[config.mk]
export PLATFORM = sky130hd
export DESIGN_NAME = mem_port_arbiter
export DESIGN_NICKNAME = d
export VERILOG_FILES = /design/src/rtl/mem_port_arbiter.sv
export SDC_FILE = /design/constraint.sdc
export NUM_CORES = 1
export LEC_CHECK = 0
export CORE_MARGIN = 10
export CORE_UTILIZATION = 30
export DETAILED_ROUTE_END_ITERATION = 8
export SYNTH_ARGS = -nofsm -noshare
export SYNTH_HDL_FRONTEND = slang
export SYNTH_SLANG_ARGS = --single-unit
[constraint.sdc]
create_clock -name clk -period 2.1 [get_ports clk]
set_clock_uncertainty 0.05 [all_clocks]
set_input_delay 0.42 -clock clk [delete_from_list [all_inputs] [get_ports clk]]
set_output_delay 0.42 -clock clk [all_outputs]
set_load 0.01 [all_outputs]
[src/rtl/mem_port_arbiter.sv]
// mem_port_arbiter: shares one single-ported fixed-latency memory between the fetch (I) and data (D) requesters.
// Optional build macro ARB_ROUND_ROBIN_EN: simultaneous I+D requests alternate instead of fixed D priority.
module mem_port_arbiter #(
    parameter int WORD_SIZE   = 16,
    parameter int MEM_LATENCY = 2
) (
    input  logic                 clk,
    input  logic                 reset_n,
    input  logic                 i_req,
    input  logic [WORD_SIZE-1:0] i_addr,
    output logic [WORD_SIZE-1:0] i_rdata,
    output logic                 i_ready,
    input  logic                 d_req,
    input  logic                 d_we,
    input  logic [WORD_SIZE-1:0] d_addr,
    input  logic [WORD_SIZE-1:0] d_wdata,
    output logic [WORD_SIZE-1:0] d_rdata,
    output logic                 d_ready,
    output logic                 mem_read,
    output logic                 mem_write,
    output logic [WORD_SIZE-1:0] mem_addr,
    output logic [WORD_SIZE-1:0] mem_wdata,
    input  logic [WORD_SIZE-1:0] mem_rdata,
    output logic                 busy
);
    typedef enum logic [1:0] {IDLE, ACCESS, RESP} state_t;

    state_t               state_q, state_d;
    logic [3:0]           cnt_q, cnt_d;
    logic                 grant_q, grant_d;
    logic                 we_q, we_d;
    logic [WORD_SIZE-1:0] addr_q, addr_d;
    logic [WORD_SIZE-1:0] wdata_q, wdata_d;
    logic [WORD_SIZE-1:0] i_rdata_q, i_rdata_d;
    logic [WORD_SIZE-1:0] d_rdata_q, d_rdata_d;
    logic                 pick;

`ifdef ARB_ROUND_ROBIN_EN
    logic last_grant_q, last_grant_d;

    assign pick = (i_req && d_req) ? !last_grant_q : d_req;

    // Remember the most recent grant so conflicts alternate between ports.
    always_ff @(posedge clk or negedge reset_n) begin
        if (!reset_n) last_grant_q <= 1'b0;
        else          last_grant_q <= last_grant_d;
    end

    // Any issued grant, conflicting or not, becomes the new last grant.
    always_comb begin
        last_grant_d = last_grant_q;
        if (state_q == IDLE && (i_req || d_req)) last_grant_d = pick;
    end
`else
    // D wins any conflict: the MEM stage is older, so stalling it behind a fetch could deadlock.
    assign pick = d_req;
`endif

    // State register and latched access; grant 1 means D, 0 means I.
    always_ff @(posedge clk or negedge reset_n) begin
        if (!reset_n) begin
            state_q   <= IDLE;
            cnt_q     <= '0;
            grant_q   <= 1'b0;
            we_q      <= 1'b0;
            addr_q    <= '0;
            wdata_q   <= '0;
            i_rdata_q <= '0;
            d_rdata_q <= '0;
        end else begin
            state_q   <= state_d;
            cnt_q     <= cnt_d;
            grant_q   <= grant_d;
            we_q      <= we_d;
            addr_q    <= addr_d;
            wdata_q   <= wdata_d;
            i_rdata_q <= i_rdata_d;
            d_rdata_q <= d_rdata_d;
        end
    end

    // Grant in IDLE, hold the strobe for MEM_LATENCY cycles, then one response cycle.
    always_comb begin
        state_d   = state_q;
        cnt_d     = cnt_q;
        grant_d   = grant_q;
        we_d      = we_q;
        addr_d    = addr_q;
        wdata_d   = wdata_q;
        i_rdata_d = i_rdata_q;
        d_rdata_d = d_rdata_q;
        case (state_q)
            IDLE: begin
                if (i_req || d_req) begin
                    grant_d = pick;
                    we_d    = pick && d_we;
                    addr_d  = pick ? d_addr : i_addr;
                    wdata_d = pick ? d_wdata : '0;
                    cnt_d   = 4'(MEM_LATENCY - 1);
                    state_d = ACCESS;
                end
            end
            ACCESS: begin
                if (cnt_q == 4'd0) begin
                    state_d = RESP;
                    if (!we_q && grant_q)  d_rdata_d = mem_rdata;
                    if (!we_q && !grant_q) i_rdata_d = mem_rdata;
                end else begin
                    cnt_d = cnt_q - 4'd1;
                end
            end
            RESP:    state_d = IDLE;
            default: state_d = IDLE;
        endcase
    end

    assign mem_read  = (state_q == ACCESS) && !we_q;
    assign mem_write = (state_q == ACCESS) && we_q;
    assign mem_addr  = (state_q == ACCESS) ? addr_q : '0;
    assign mem_wdata = (state_q == ACCESS) ? wdata_q : '0;
    assign i_ready   = (state_q == RESP) && !grant_q;
    assign d_ready   = (state_q == RESP) && grant_q;
    assign i_rdata   = i_rdata_q;
    assign d_rdata   = d_rdata_q;
    assign busy      = state_q != IDLE;
endmodule
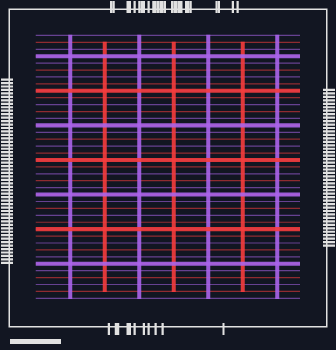
(run_1/power_grid.png)
The bar under the picture is 20 um long. Pins as bars on the die edge.
Key: VDD = red; VSS = purple
138 signal pins sit on the boundary. 7 straps on met5. 7 straps on met4. The core has 38 rows. 39 met1 rails follow the rows.
die width: 124.3 um
Worst VDD drop: 0.0006102 V
core footprint: 0.01075 mm2
DIE HEIGHT: 124.3 um

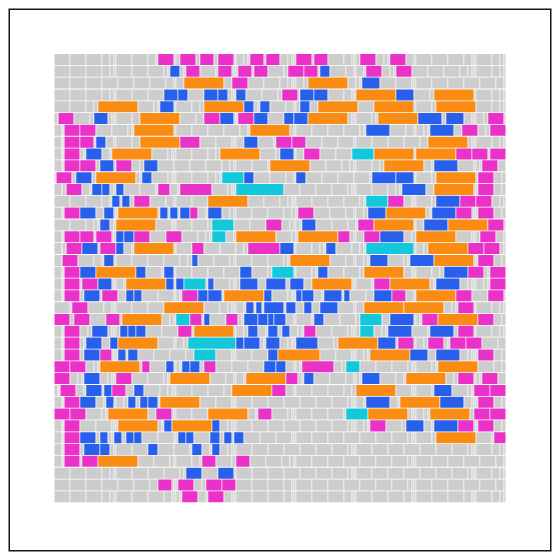
(run_1/placement_by_type.png)
Fill, decap, tap and diode cells in grey.
Key: combinational and other logic = blue [cells 166]; remaining buffers and delay cells = magenta [cells 150]; clock drivers and dummy loads = cyan [cells 16]; sequential cells = orange [cells 72]
Seq/total area: 35.60%
Util after Layout: 47.14%
Rows: 38
Final Cell Area: 0.005065 mm2

==> metrics.csv, run 1 <==
metric,value,unit
status,"finished, final reports clean",
ys_cells,256,
synth-warning-count,0,
mux_area_share,18.92,%
cts_sinks,72,
synthAoiAreaFrac,11.17,%
adder_share,0.7675,%
setup-violations-final,0,
globalplace.congestion,0.7903,
syn-num-nets,327,
die_area,0.01544,mm2
crit_start,state_q[1],
layout.cells.most_common,clkdlybuf4s50_1,
crit_path_start_kind,flip-flop,
clk_latency,0.34,ns
fp-utilization,30.34,%
fmax,0.4942,GHz
maxCapViolCount,0,
r2r_slack,0.15,ns
simple_gate_area_share,10.17,%
cts_max_level,3,
crit_fanout,34,
rsz0062_at_grt,no,
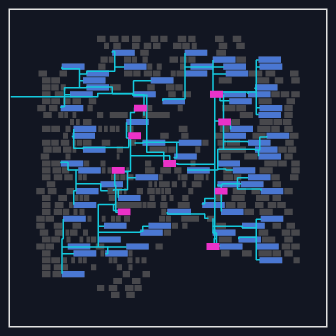
(run_1/clk_routes.png)
Key: clock drivers = magenta [count 9]; clock wires = cyan [length 925 um]; flip-flops = blue [count 72]
There are 10 routed clock nets.
clock power share: 18.5%
P_clk: 1.36 mW

run 1: metrics by stage:
step / utilization (%) / area [um2] / TNS, ns / instances
after floorplan: - / 3261 / 0 / 256
after global placement: 44.90 / 4825 / 0 / 526
after detailed placement: 44.90 / 4825 / 0 / 526
after CTS: 47.01 / 5051 / -0.2241 / 544
after global routing: 47.14 / 5065 / 0 / 544
final: 47.14 / 5065 / 0 / 544
run 1: cell usage after synthesis, types with 2 or more instances:
library cell  number  area (um2)
nand2b_1           3       18.77
and2_1            34       212.7
or2_2              2       12.51
mux2_4            20       300.3
mux2_1            12       135.1
dfrtp_1           72        1802
or4_4              2       22.52
clkbuf_1          11       41.29
a22o_1            17       148.9
mux2i_1           17       170.2
inv_1              4       15.01
o21ai_0           36       180.2
nor2_1             3       11.26
buf_6              5       56.30
ha_1               2       25.02
nor3b_1            2       15.01
run 1: sequential cells by signal (all words and copies together) (netlist names):
| signal | flops |
|---|---|
| addr_q | 16 |
| cnt_q | 4 |
| d_rdata | 16 |
| grant_q | 1 |
| i_rdata | 16 |
| state_q | 2 |
| wdata_q | 16 |
| we_q | 1 |
run 1: cell type report:
class / instances / area, um2
fill: 1045 / 5680
clock buffer: 9 / 123.9
tap: 140 / 175.2
multi-input combinational: 162 / 1351
clock inverter: 7 / 125.1
timing repair buffer: 150 / 1471
inverter: 4 / 15.01
sequential: 72 / 1803
run 1: logic make-up (layout without fill, tap and decap cells):
kind of cell	after synthesis	count (layout)
simple gates	52	52
compound gates	58	58
fa+ha+maj	2	2
mux	50	50
flops	72	72
buf+inv	22	170
run 1: critical path, stage by stage (launching register included):
cell,delay (ns)
dfrtp_2,0.45
nor2b_4,0.15
buf_12,0.18
and2_1,0.14
dlygate4sd2_1,0.28
run 1: worst min-delay path by stage:
stage,cells after the start,from,end
6_report,1,i_rdata[11],i_rdata[11]
3_3_place_gp,1,reset_n,i_rdata[0]
2_1_floorplan,0,reset_n,addr_q[0]
3_5_place_dp,1,reset_n,i_rdata[4]
4_1_cts,1,i_rdata[11],i_rdata[11]
5_1_grt,1,d_rdata[0],d_rdata[0]
run 1: routing by layer:
| layer | wire length, um | global-route usage, % | part of all wire (%) |
|---|---|---|---|
| met2 | 3937 | 17.00 | 41 |
| met1 | 4348 | 15.03 | 46 |
| met5 | 0 | 0 | 0 |
| met4 | 101 | 3.907 | 1.1 |
| met3 | 1110 | 6.553 | 12 |
run 1: power by group:
part | total, mW | switching (mW) | internal (mW) | leakage, nW
clock | 1.36 | 0.552 | 0.804 | 0.125
combinational | 3.55 | 1.55 | 2.00 | 1.34
sequential | 2.43 | 0.373 | 2.06 | 0.873
run 1: timing repair:
action | CTS | global route
pin swaps | 0 | 1
endpoints found under the setup margin | 36 | 26
gates resized | 37 | 19
cloned | 0 | 0
setup buffers | 1 | 0
hold buffers | 1 | 0
endpoints found under the hold margin | 25 | 0
==> run_1/clocks.png <==
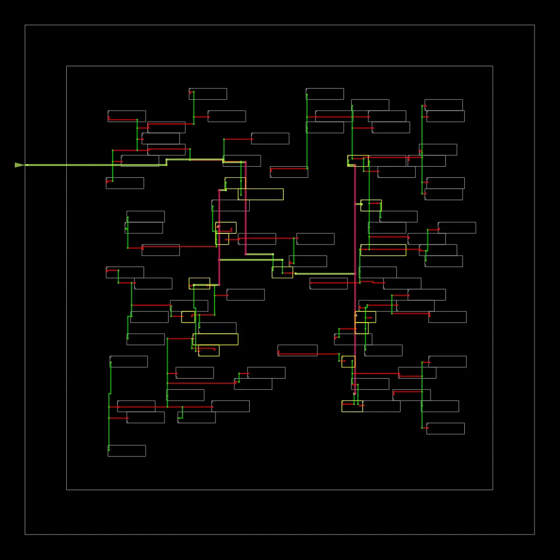

==> run 2, diff against run 1 <==
--- a/config.mk
+++ b/config.mk
@@ -5,6 +5,7 @@
 export SDC_FILE = /design/constraint.sdc
 export NUM_CORES = 1
 export LEC_CHECK = 0
+export ABC_AREA = 1
 export CORE_MARGIN = 10
 export CORE_UTILIZATION = 30
 export DETAILED_ROUTE_END_ITERATION = 8
==> constraint.sdc (replaced) <==
create_clock -name clk -period 1.85 [get_ports clk]
set_clock_uncertainty 0.05 [all_clocks]
set_input_delay 0.37 -clock clk [delete_from_list [all_inputs] [get_ports clk]]
set_output_delay 0.37 -clock clk [all_outputs]
set_load 0.01 [all_outputs]
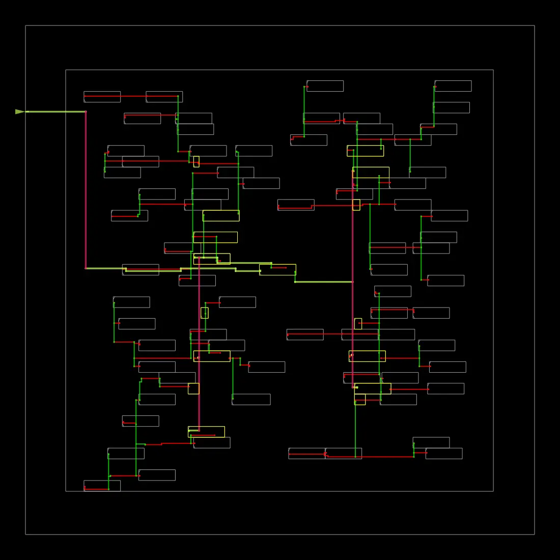
(run_2/clocks.png)
CTS buffer count: 9
flop count: 72
P_clk: 1.68 mW
final-layout clock buffer total: 10
clock latency on the worst-skew pair: 0.32 ns

==> run 2 against run 1 <==
Effect of this change: sequential share of layout area fell by 1.1 points; count of clock-buffer cells in the layout rose by 1; wire length rose by 6.8%; design area rose by 3.3%; worst hold slack got worse by 0.12 ns; cell count rose by 23%; synthesized cell count rose by 49%; setup slack got worse by 0.013 ns; critical path type unchanged.
==> metrics.csv, run 2 <==
metric,value,unit,change
placed_area,0.005032,mm2,+4.3%
status,"finished, final reports clean",,
rsz0062_at_grt,no,,
crit_fanout,12,,-65%
setup-violations-final,0,,unchanged
fmax,0.5599,GHz,
core_area,0.01142,mm2,+6.3%
die_y,128.1,um,+3.1%
synth-warning-count,0,,unchanged
globalplace.congestion,0.7614,,-3.7%
swShare,38.90,%,+5.2 points
ys_cells,382,,+49%
pwr-share-clk,18.7,%,+0.2 points
cts_max_level,3,,unchanged
synthTopCellsByCount,"72 x dfrtp_1, 69 x inv_1, 40 x nor2_1, 33 x o21ai_2, 30 x nand2_2",,
rows,39,,+2.6%
die_area,0.01641,mm2,+6.3%
design_area,0.005230,mm2,+3.3%
top_cell_area_share,51.37,%,-3.9 points
setup_tns,0,ns,unchanged
fin_util,45.80,%,-1.3 points
die_x,128.1,um,+3.1%
layout.cells.most_common,clkdlybuf4s50_1,,
comb_power_share,50.7,%,+2.3 points
syn-num-nets,453,,+39%
top_cell,dfrtp_1,,
## run 2: cell families (layout without fill, tap and decap cells)
logic type                 Yosys count  in the layout  synth area share (%)
AOI/OAI and AO/OA                   87             87                 17.09
and+or+nand+nor                    124            124                 18.05
xor gates and xnor gates             1              1                0.2498
buffers and inverters               96            240                 12.52
adders and majority gates            2              2                0.7134
DFF                                 72             72                 51.37
## run 2: power by group through the flow
stage	sequential [mW]	combinational (mW)	clock (mW)
3_3_place_gp	2.76	4.74	0
5_1_grt	2.84	5.10	1.81
4_1_cts	2.76	4.71	1.74
3_5_place_dp	2.78	4.84	0
2_1_floorplan	2.88	2.45	0
6_report	2.76	4.57	1.68
## run 2: final cells by class
class / instances / area share (%)
repair buffers: 151 / 26.89
well taps: 143 / 3.421
inverters: 73 / 5.287
flip-flops and latches: 72 / 34.47
multi-input cells: 214 / 24.40
clock inverters: 6 / 1.148
clock buffers: 10 / 4.378
## run 2: repair_timing
action | 4_1_cts | 5_1_grt
gates resized | 97 | 29
hold buffers | 1 | 0
buffers inserted | 0 | 1
setup endpoints to repair | 37 | 31
cloned | 0 | 1
hold endpoints to repair | 35 | 0
## run 2: worst max-delay path: stages, from the launching register on
cell and delay, ns:
dfrtp_1 0.39, inv_2 0.09, nand2_4 0.08, buf_12 0.15, nor2_1 0.09, clkdlybuf4s15_2 0.23
## run 2: final timing paths
check / from / end / slack (ns) / cells after the start
worst max-delay path: state_q[1] / mem_addr[7] / 0.06 / 5
worst min-delay path: d_req / grant_q / 0.33 / 3
worst max register to register: state_q[1] / i_rdata[10] / 0.17 / 9
worst min register to register: i_rdata[6] / i_rdata[6] / 0.43 / 2
max in group asynchronous: reset_n / wdata_q[15] / 0.63 / 3
min in group asynchronous: reset_n / d_rdata[12] / 0.55 / 2
## run 2: per-layer routing
metal	global-route usage, %	share of wire, %	vias to the layer above
met3	6.907	13	9
li1	-	-	1474
met5	0	0	-
met2	17.89	42	125
met1	14.79	44	1340
met4	4.570	1.4	0
Power and IR drop assume default switching activity.
